$ cat src/rtl/pwm_mixer_pkg.sv
// Shared constants, quadrature step type and level arithmetic for pwm_mixer_n.
package pwm_mixer_pkg;

  localparam int unsigned SYNC_STAGES = 2;
  localparam int unsigned LEVEL_MAX_W = 12;

  typedef enum logic [1:0] {
    STEP_NONE,
    STEP_UP,
    STEP_DOWN
  } step_e;

  // Operates on the widest supported level; callers truncate to their own width.
  function automatic logic [LEVEL_MAX_W-1:0] sat_step(
    input logic [LEVEL_MAX_W-1:0] level,
    input step_e                  step,
    input logic                   saturate,
    input int unsigned            width
  );
    logic [LEVEL_MAX_W-1:0] lvl_max;
    logic [LEVEL_MAX_W-1:0] res;
    lvl_max = {LEVEL_MAX_W{1'b1}} >> (LEVEL_MAX_W - width);
    res     = level;
    case (step)
      STEP_UP:   if (!(saturate && (level == lvl_max))) res = (level + 1'b1) & lvl_max;
      STEP_DOWN: if (!(saturate && (level == '0)))      res = (level - 1'b1) & lvl_max;
      default:   res = level;
    endcase
    return res;
  endfunction

endpackage

$ cat src/rtl/pwm_mixer_n_if.sv
// Pad-side and readback signals of pwm_mixer_n, grouped for the wrapper.
interface pwm_mixer_n_if #(
  parameter int unsigned NUM_CH = 3,
  parameter int unsigned WIDTH  = 8
);
  logic                    enable;
  logic [NUM_CH-1:0]       enc_a;
  logic [NUM_CH-1:0]       enc_b;
  logic [NUM_CH-1:0]       pwm_out;
  logic                    sync;
  logic [NUM_CH*WIDTH-1:0] level_o;
  logic [NUM_CH:0]         io_oeb;

  modport master (
    output enable, enc_a, enc_b,
    input  pwm_out, sync, level_o, io_oeb
  );

  modport slave (
    input  enable, enc_a, enc_b,
    output pwm_out, sync, level_o, io_oeb
  );
endinterface

$ cat src/rtl/pwm_mixer_n_encoder_channel.sv
// One encoder/PWM lane: synchroniser, tick-sampled debounce, A-edge decode,
// level register, per-period duty latch and registered PWM compare.
module encoder_channel
  import pwm_mixer_pkg::*;
#(
  parameter int unsigned WIDTH      = 8,
  parameter bit          SATURATE   = 1'b1,
  parameter int unsigned INIT_LEVEL = 0
) (
  input  logic             clk,
  input  logic             rst,
  input  logic             tick_i,
  input  logic             enable_i,
  input  logic [WIDTH-1:0] cnt_i,
  input  logic             enc_a_i,
  input  logic             enc_b_i,
  output logic             pwm_o,
  output logic [WIDTH-1:0] level_o
);

  logic [SYNC_STAGES-1:0] a_sync_q, b_sync_q;
  logic                   a_samp_q, b_samp_q;
  logic                   a_deb_q, b_deb_q, a_deb_last_q;
  logic [WIDTH-1:0]       level_q, level_d;
  logic [WIDTH-1:0]       duty_q, duty_cmp;
  logic                   pwm_q;
  logic                   a_s, b_s, cnt_zero;
  step_e                  step;

  assign a_s      = a_sync_q[SYNC_STAGES-1];
  assign b_s      = b_sync_q[SYNC_STAGES-1];
  assign cnt_zero = (cnt_i == '0);
  // The new duty must already apply on the counter==0 cycle so pwm aligns with sync.
  assign duty_cmp = cnt_zero ? level_q : duty_q;

  always_comb begin
    step = STEP_NONE;
    if (a_deb_q && !a_deb_last_q) step = b_deb_q ? STEP_DOWN : STEP_UP;
  end

  assign level_d = WIDTH'(sat_step(LEVEL_MAX_W'(level_q), step, SATURATE, WIDTH));

  always_ff @(posedge clk or posedge rst) begin
    if (rst) begin
      a_sync_q     <= '0;
      b_sync_q     <= '0;
      a_samp_q     <= 1'b0;
      b_samp_q     <= 1'b0;
      a_deb_q      <= 1'b0;
      b_deb_q      <= 1'b0;
      a_deb_last_q <= 1'b0;
      level_q      <= WIDTH'(INIT_LEVEL);
      duty_q       <= '0;
      pwm_q        <= 1'b0;
    end else begin
      a_sync_q     <= {a_sync_q[SYNC_STAGES-2:0], enc_a_i};
      b_sync_q     <= {b_sync_q[SYNC_STAGES-2:0], enc_b_i};
      a_deb_last_q <= a_deb_q;
      if (tick_i) begin
        a_samp_q <= a_s;
        b_samp_q <= b_s;
        if (a_s == a_samp_q) a_deb_q <= a_s;
        if (b_s == b_samp_q) b_deb_q <= b_s;
      end
      if (enable_i) level_q <= level_d;
      if (cnt_zero) duty_q <= level_q;
      pwm_q <= enable_i && (cnt_i < duty_cmp);
    end
  end

  assign pwm_o   = pwm_q;
  assign level_o = level_q;

endmodule

$ cat src/rtl/pwm_mixer_n.sv
// NUM_CH encoder-driven PWM channels sharing one debounce prescaler and one
// PWM period counter; sync marks the first cycle of each period.
module pwm_mixer_n
  import pwm_mixer_pkg::*;
#(
  parameter int unsigned NUM_CH       = 3,
  parameter int unsigned WIDTH        = 8,
  parameter int unsigned DEBOUNCE_DIV = 64,
  parameter int unsigned SATURATE     = 1,
  parameter int unsigned INIT_LEVEL   = 0
) (
  input  logic          clk,
  input  logic          reset,
  pwm_mixer_n_if.slave  bus
);

  localparam int unsigned PW = $clog2(DEBOUNCE_DIV);

  logic [PW-1:0]                  presc_q;
  logic                           tick;
  logic [WIDTH-1:0]               cnt_q;
  logic                           sync_q;
  logic [NUM_CH-1:0]              pwm;
  logic [NUM_CH-1:0][WIDTH-1:0]   lvl;

  assign tick = (presc_q == PW'(DEBOUNCE_DIV - 1));

  always_ff @(posedge clk or posedge reset) begin
    if (reset) begin
      presc_q <= '0;
      cnt_q   <= '0;
      sync_q  <= 1'b0;
    end else begin
      presc_q <= tick ? '0 : presc_q + PW'(1);
      cnt_q   <= bus.enable ? cnt_q + WIDTH'(1) : '0;
      sync_q  <= bus.enable && (cnt_q == '0);
    end
  end

  for (genvar i = 0; i < NUM_CH; i++) begin : g_ch
    encoder_channel #(
      .WIDTH      (WIDTH),
      .SATURATE   (SATURATE != 0),
      .INIT_LEVEL (INIT_LEVEL)
    ) u_ch (
      .clk      (clk),
      .rst      (reset),
      .tick_i   (tick),
      .enable_i (bus.enable),
      .cnt_i    (cnt_q),
      .enc_a_i  (bus.enc_a[i]),
      .enc_b_i  (bus.enc_b[i]),
      .pwm_o    (pwm[i]),
      .level_o  (lvl[i])
    );
  end

  assign bus.pwm_out = pwm;
  assign bus.sync    = sync_q;
  assign bus.level_o = lvl;
  assign bus.io_oeb  = '0;

endmodule

$ cat src/flat_wrapper.sv
// flat-port wrapper written by rule: the top's interface ports become plain ports
module pwm_mixer_n_flat import pwm_mixer_pkg::*;
#(
  parameter int unsigned NUM_CH       = 3,
  parameter int unsigned WIDTH        = 8,
  parameter int unsigned DEBOUNCE_DIV = 64,
  parameter int unsigned SATURATE     = 1,
  parameter int unsigned INIT_LEVEL   = 0
)
  (clk, reset, bus_enable, bus_enc_a, bus_enc_b, bus_pwm_out, bus_sync, bus_level_o, bus_io_oeb);
  pwm_mixer_n_if #(.NUM_CH(NUM_CH), .WIDTH(WIDTH)) bus_i ();
  input  logic clk;
  input  logic reset;
  input wire logic [$bits(bus_i.enable)-1:0] bus_enable;
  input wire logic [$bits(bus_i.enc_a)-1:0] bus_enc_a;
  input wire logic [$bits(bus_i.enc_b)-1:0] bus_enc_b;
  output wire logic [$bits(bus_i.pwm_out)-1:0] bus_pwm_out;
  output wire logic [$bits(bus_i.sync)-1:0] bus_sync;
  output wire logic [$bits(bus_i.level_o)-1:0] bus_level_o;
  output wire logic [$bits(bus_i.io_oeb)-1:0] bus_io_oeb;
  assign bus_i.enable = bus_enable;
  assign bus_i.enc_a = bus_enc_a;
  assign bus_i.enc_b = bus_enc_b;
  assign bus_pwm_out = bus_i.pwm_out;
  assign bus_sync = bus_i.sync;
  assign bus_level_o = bus_i.level_o;
  assign bus_io_oeb = bus_i.io_oeb;
  pwm_mixer_n #(.NUM_CH(NUM_CH), .WIDTH(WIDTH), .DEBOUNCE_DIV(DEBOUNCE_DIV), .SATURATE(SATURATE), .INIT_LEVEL(INIT_LEVEL)) u_core (.clk(clk), .reset(reset), .bus(bus_i));
endmodule
$ cat config.mk
export PLATFORM = sky130hd
export DESIGN_NAME = pwm_mixer_n_flat
export DESIGN_NICKNAME = d
export VERILOG_FILES = /design/src/rtl/pwm_mixer_pkg.sv /design/src/rtl/pwm_mixer_n_if.sv /design/src/rtl/pwm_mixer_n_encoder_channel.sv /design/src/rtl/pwm_mixer_n.sv /design/src/flat_wrapper.sv
export SDC_FILE = /design/constraint.sdc
export NUM_CORES = 1
export LEC_CHECK = 0
export CAP_MARGIN = 20
export CORE_MARGIN = 4
export CORE_UTILIZATION = 50
export CTS_BUF_LIST = sky130_fd_sc_hd__clkbuf_16
export DETAILED_ROUTE_END_ITERATION = 6
export PLACE_DENSITY = 0.7
export SLEW_MARGIN = 5
export SYNTH_ARGS = -nofsm -noshare
export SYNTH_HDL_FRONTEND = slang
export SYNTH_SLANG_ARGS = --single-unit
export TNS_END_PERCENT = 100
$ cat constraint.sdc
create_clock -name clk -period 5.35 [get_ports clk]
set_input_delay 1.07 -clock clk [delete_from_list [all_inputs] [get_ports clk]]
set_output_delay 1.07 -clock clk [all_outputs]
set_load 0.02 [all_outputs]
==> run notes <==
run metrics: Pwr per Cell Area 250 nW/um2, Critical Path Max Stage Delay 0.51 ns, mux cell area share after synthesis between 5 and 6%, Internal 1.08 mW, distinct lib cells between 40 and 50, count of library flops with an enable pin 0, sequential fraction of design power between 50 and 60%, total placed instance area 5420 um2, Worst Setup Path Type flop to flop, kind of capture point of the worst setup path flop, maxcap violations 0, number of failing setup endpoints in the final timing report 0, RSZ-0062 raised after global routing false, synthesized area divided by synthesized cell count roughly 10 um2, clock tree from TritonCTS built, worst hold stages 0, path length in cells of the critical path 13, smallest setup slack after layout 2.05 ns, overall routing resource usage 18.0%, asr flop ratio synth 100%, buffers added on ports 36, clock tree root buffer cell clkbuf_16, wire length of the first global-routing pass 16.6 mm, required time worst endpoint roughly 5.6 ns, share of final-layout standard cells stronger than drive strength 1 6.38%, Critical Path Source u_core.cnt_q[1], hold buffer count at CTS 0, Basic Gates by Area 12.4%, top cells by count 93 x dfrtp_1, 45 x inv_1, 42 x ha_1, 42 x o21ai_0, 37 x nand2_1, tally of filler cells in the layout 849, DRC Markers 0, switching part of the total 24.8%, number of detailed-routing iterations run before antenna repair 4, xor-xnor portion of the synthesized cell area 4.59%, maximum fanout encountered on the critical timing path 16, Diodes inserted 0, Floorplan Core Area 9730 um2, number of failing hold endpoints at the final stage 0, Post-CTS Repair Setup Buffers 0, largest net degree at the start of global routing 54, headroom to the max-slew limit 37.9%, total buffers and inverters traversed by the critical path 3, overall chip area 11600 um2, number of rows created at floorplan 36, post-synthesis cell type with the largest instance count dfrtp_1, dpl hpwl 6.78 mm, leak pwr roughly 2.9 nW, total clock network power around 640 uW, # IOs 41, fin crit period approximately 3.3 ns, cell type with the largest total area after synthesis dfrtp_1, Yosys reg bits 93, average via count per standard cell 5.30, Worst-Margin Slew between 0.9 and 1 ns, sequential cell area fraction in the yosys report 46.9%, clock buffer count from CTS 9, final max-slew violation count 0, aoi/oai-family share of the synthesized area 13.2%, critical hold path startpoint u_core.g_ch[0].u_ch.b_sync_q[0], DP Worst Slack 2.07 ns, number of design-rule violations left by the first detailed-router iteration between 100 and 150, initial antenna violation count 0, final clock skew around 0.0098 ns, Critical Path AT ~3.6 ns, clock latency on the worst-skew pair 0.34 ns, maximum resistive drop on vdd 0.000173 V, sum of overflow across all layers after global routing 0, most common library cell in the layout ignoring fill and taps dfrtp_1, Largest cells by area dfrtp_1 47%, ha_1 11%, o21ai_0 4.2%, number of nets still failing antenna checks after routing 0, routed length per placed instance about 14 um, number of global-route vias before repair 3516, post-cts gate resize count 0, post-route clock period utilization roughly three fifths, floorplan die height between 100 and 150 um, largest combinational cell category by area AND-OR/OR-AND gates, area share of the largest cell type after synthesis 46.9%, Startpoint Class flop, tool warnings 27, most used flip-flop cell dfrtp_1, endpoint of the worst setup timing path u_core.g_ch[1].u_ch.pwm_o, setup slack of the worst register-to-register path 2.05 ns, clock network fraction of design power 44.6%, count of clock tree sinks 93, sink of the worst hold path u_core.g_ch[0].u_ch.b_sync_q[1], Area Growth Syn to Fin 15.5%, chip area from the yosys synthesis statistics roughly 5000 um2, reg-to-reg startpoint u_core.cnt_q[1], part of the total power dissipated in combinational logic 5.3%, sum of routed wire length over all layers about 9.4 mm, power in combinational cells between 70 and 80 uW, Largest delay share family, worst path simple AND/OR/NAND/NOR gates, Switch Pwr 355 uW, Reg clk slew, reported paths 0.07 ns, highest-power group sequential cells, crit-path cells inv_1 -> ha_1 -> nor3b_1 -> nand2_1 -> buf_4 -> mux2_2 -> inv_1 -> ha_1 -> a21oi_1 -> nor2b_1 -> o21ai_0 -> o2111ai_1 -> a21oi_1, initial standard-cell utilization of the core 51.0%, Top cells excl fill/tap 93 x dfrtp_1, 44 x inv_1, 42 x o21ai_0, 42 x ha_1, 37 x nand2_1, summed area of non-filler cells in the final layout 5730 um2, area of the mapped netlist 4960 um2, number of cells in Yosys stat 476, tightest hold margin 0.348 ns, adder and majority gate portion of the synthesized area a little under an eighth, Final #Nets 566, path class of the lowest-slack min-delay path flop to flop, Max H-tree Level 3, vias after detailed routing 3448, outcome finished clean, width of the chip 108 um, Achievable Freq 0.303 GHz, worst reg2reg path depth 13, number of standard cells after synthesis 476, last weighted congestion value of the routability-driven placer 0.816, end of the worst register-to-register path u_core.g_ch[1].u_ch.pwm_o, Seq group 718 uW
metrics by stage:
step                      cells  total power [mW]
after floorplan             479             0.789
after global placement      634             0.808
after detailed placement    634             0.809
after CTS                   650              1.45
after global routing        650              1.49
final                       650              1.43
final cells by class:
class / count / area (um2) / share of cell area, %
Multi-Input combinational cell: 325 / 2380 / 41.6
Sequential cell: 93 / 2330 / 40.6
Timing Repair Buffer: 38 / 375 / 6.55
Clock buffer: 9 / 225 / 3.93
Inverter: 45 / 170 / 2.97
Tap cell: 133 / 166 / 2.90
Clock inverter: 7 / 83.8 / 1.46
layer usage:
| layer | share of wire [%] | wire length (um) | GRT usage, % | vias to the layer above |
|---|---|---|---|---|
| met4 | 1.0 | 94 | 4.42 | 0 |
| met3 | 3.3 | 307 | 4.20 | 5 |
| li1 | - | - | - | 1743 |
| met1 | 47 | 4440 | 24.1 | 1648 |
| met2 | 48 | 4530 | 29.8 | 52 |
| met5 | 0 | 0 | 0 | - |
cells by family (layout without fill, tap and decap cells):
logic type,after synthesis,count (layout)
other,1,4
AND/OR/NAND/NOR,115,115
flip-flops,93,93
buffers and inverters,61,99
multiplexers,26,26
XOR/XNOR,26,26
AND-OR/OR-AND,109,109
adder cells (fa/ha/maj),45,45
sequential cells by signal, summed over array words and instances (netlist names):
signal and cells:
u_core.bus.sync 1, u_core.cnt_q 8, u_core.g_ch.u_ch.a_deb_last_q 3, u_core.g_ch.u_ch.a_deb_q 3, u_core.g_ch.u_ch.a_samp_q 3, u_core.g_ch.u_ch.a_sync_q 6, u_core.g_ch.u_ch.b_deb_q 3, u_core.g_ch.u_ch.b_samp_q 3
u_core.g_ch.u_ch.b_sync_q 6, u_core.g_ch.u_ch.duty_q 24, u_core.g_ch.u_ch.level_o 24, u_core.g_ch.u_ch.pwm_o 3, u_core.presc_q 6
**Sequential cells colored by netlist name**

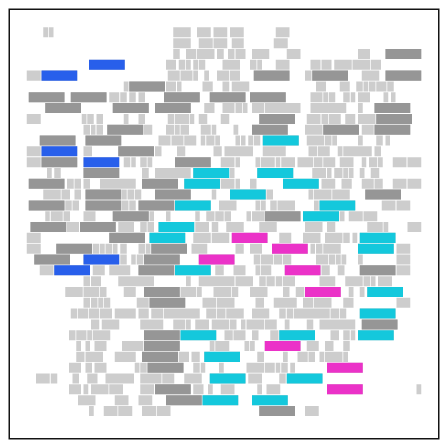
Key: u_core.g_ch.u_ch.duty_q = cyan [placed flops 24]; u_core.g_ch.u_ch.b_sync_q = blue [placed flops 6]; u_core.cnt_q = magenta [placed flops 8]
Another 55 sequential cells are not colored.

**Cells by drive strength**

Bar = 20 um.
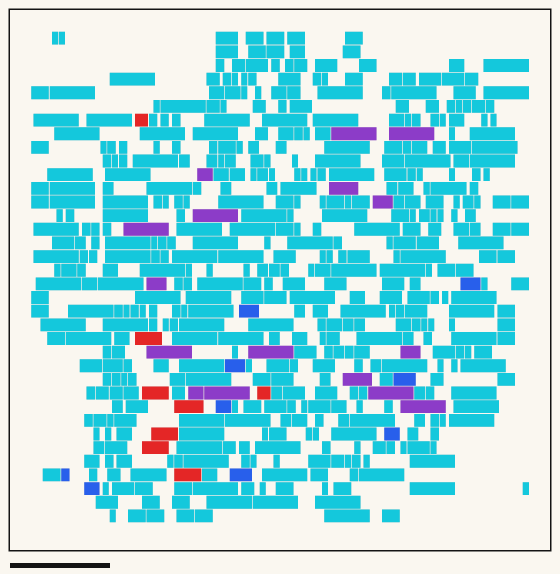
Key: drive 1 or less = cyan [cells 484, share 94%, most used dfrtp_1]; drive 3 to 4 = red [cells 8, share 1.5%, most used mux2_4]; drive 6 and up = purple [cells 16, share 3.1%, most used clkbuf_16]; drive 2 = blue [cells 9, share 1.7%, most used mux2_2]

**Clock distribution**

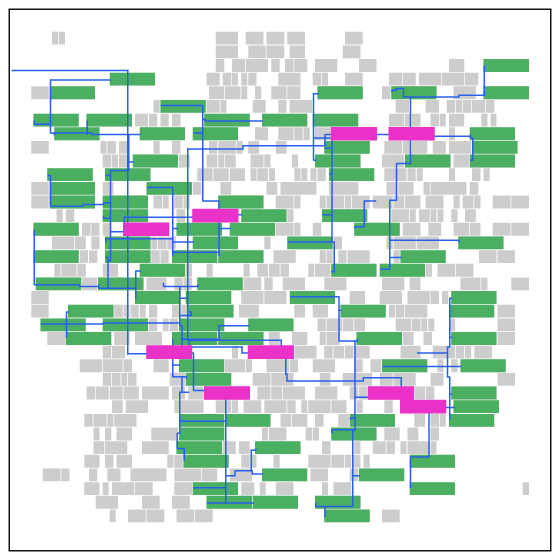
Key: cells driving clock nets = magenta [count 9]; clock wires = blue [length 1050 um]; flip-flops = green [count 93]
Position of the flops: all over the die. There are 10 routed clock nets.

**Placed standard cells**

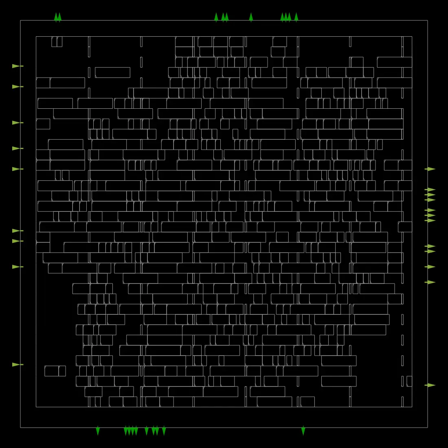
utilization of the core after routing: 58.9%
flop share of the area: 40.6%

**Wire density map**

Bar = 20 um. The die is cut into 22 by 22 equal tiles; dark purple is low, yellow is high, scaled to the fullest tile. Values are wire area over tile area, all layers added.
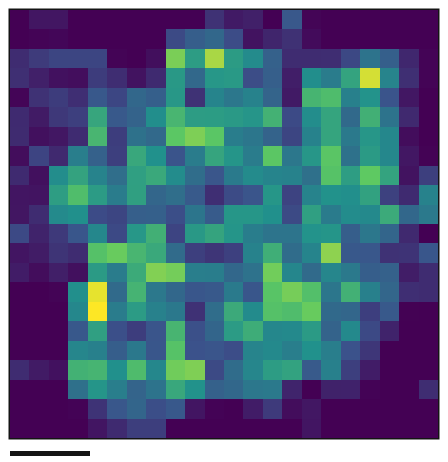
20% of the tiles are nearly empty. 21% of the tiles are over half the peak. The mean over all tiles is 0.13. The densest ninth of the die: center.

Power is estimated from default activity; no workload was simulated.
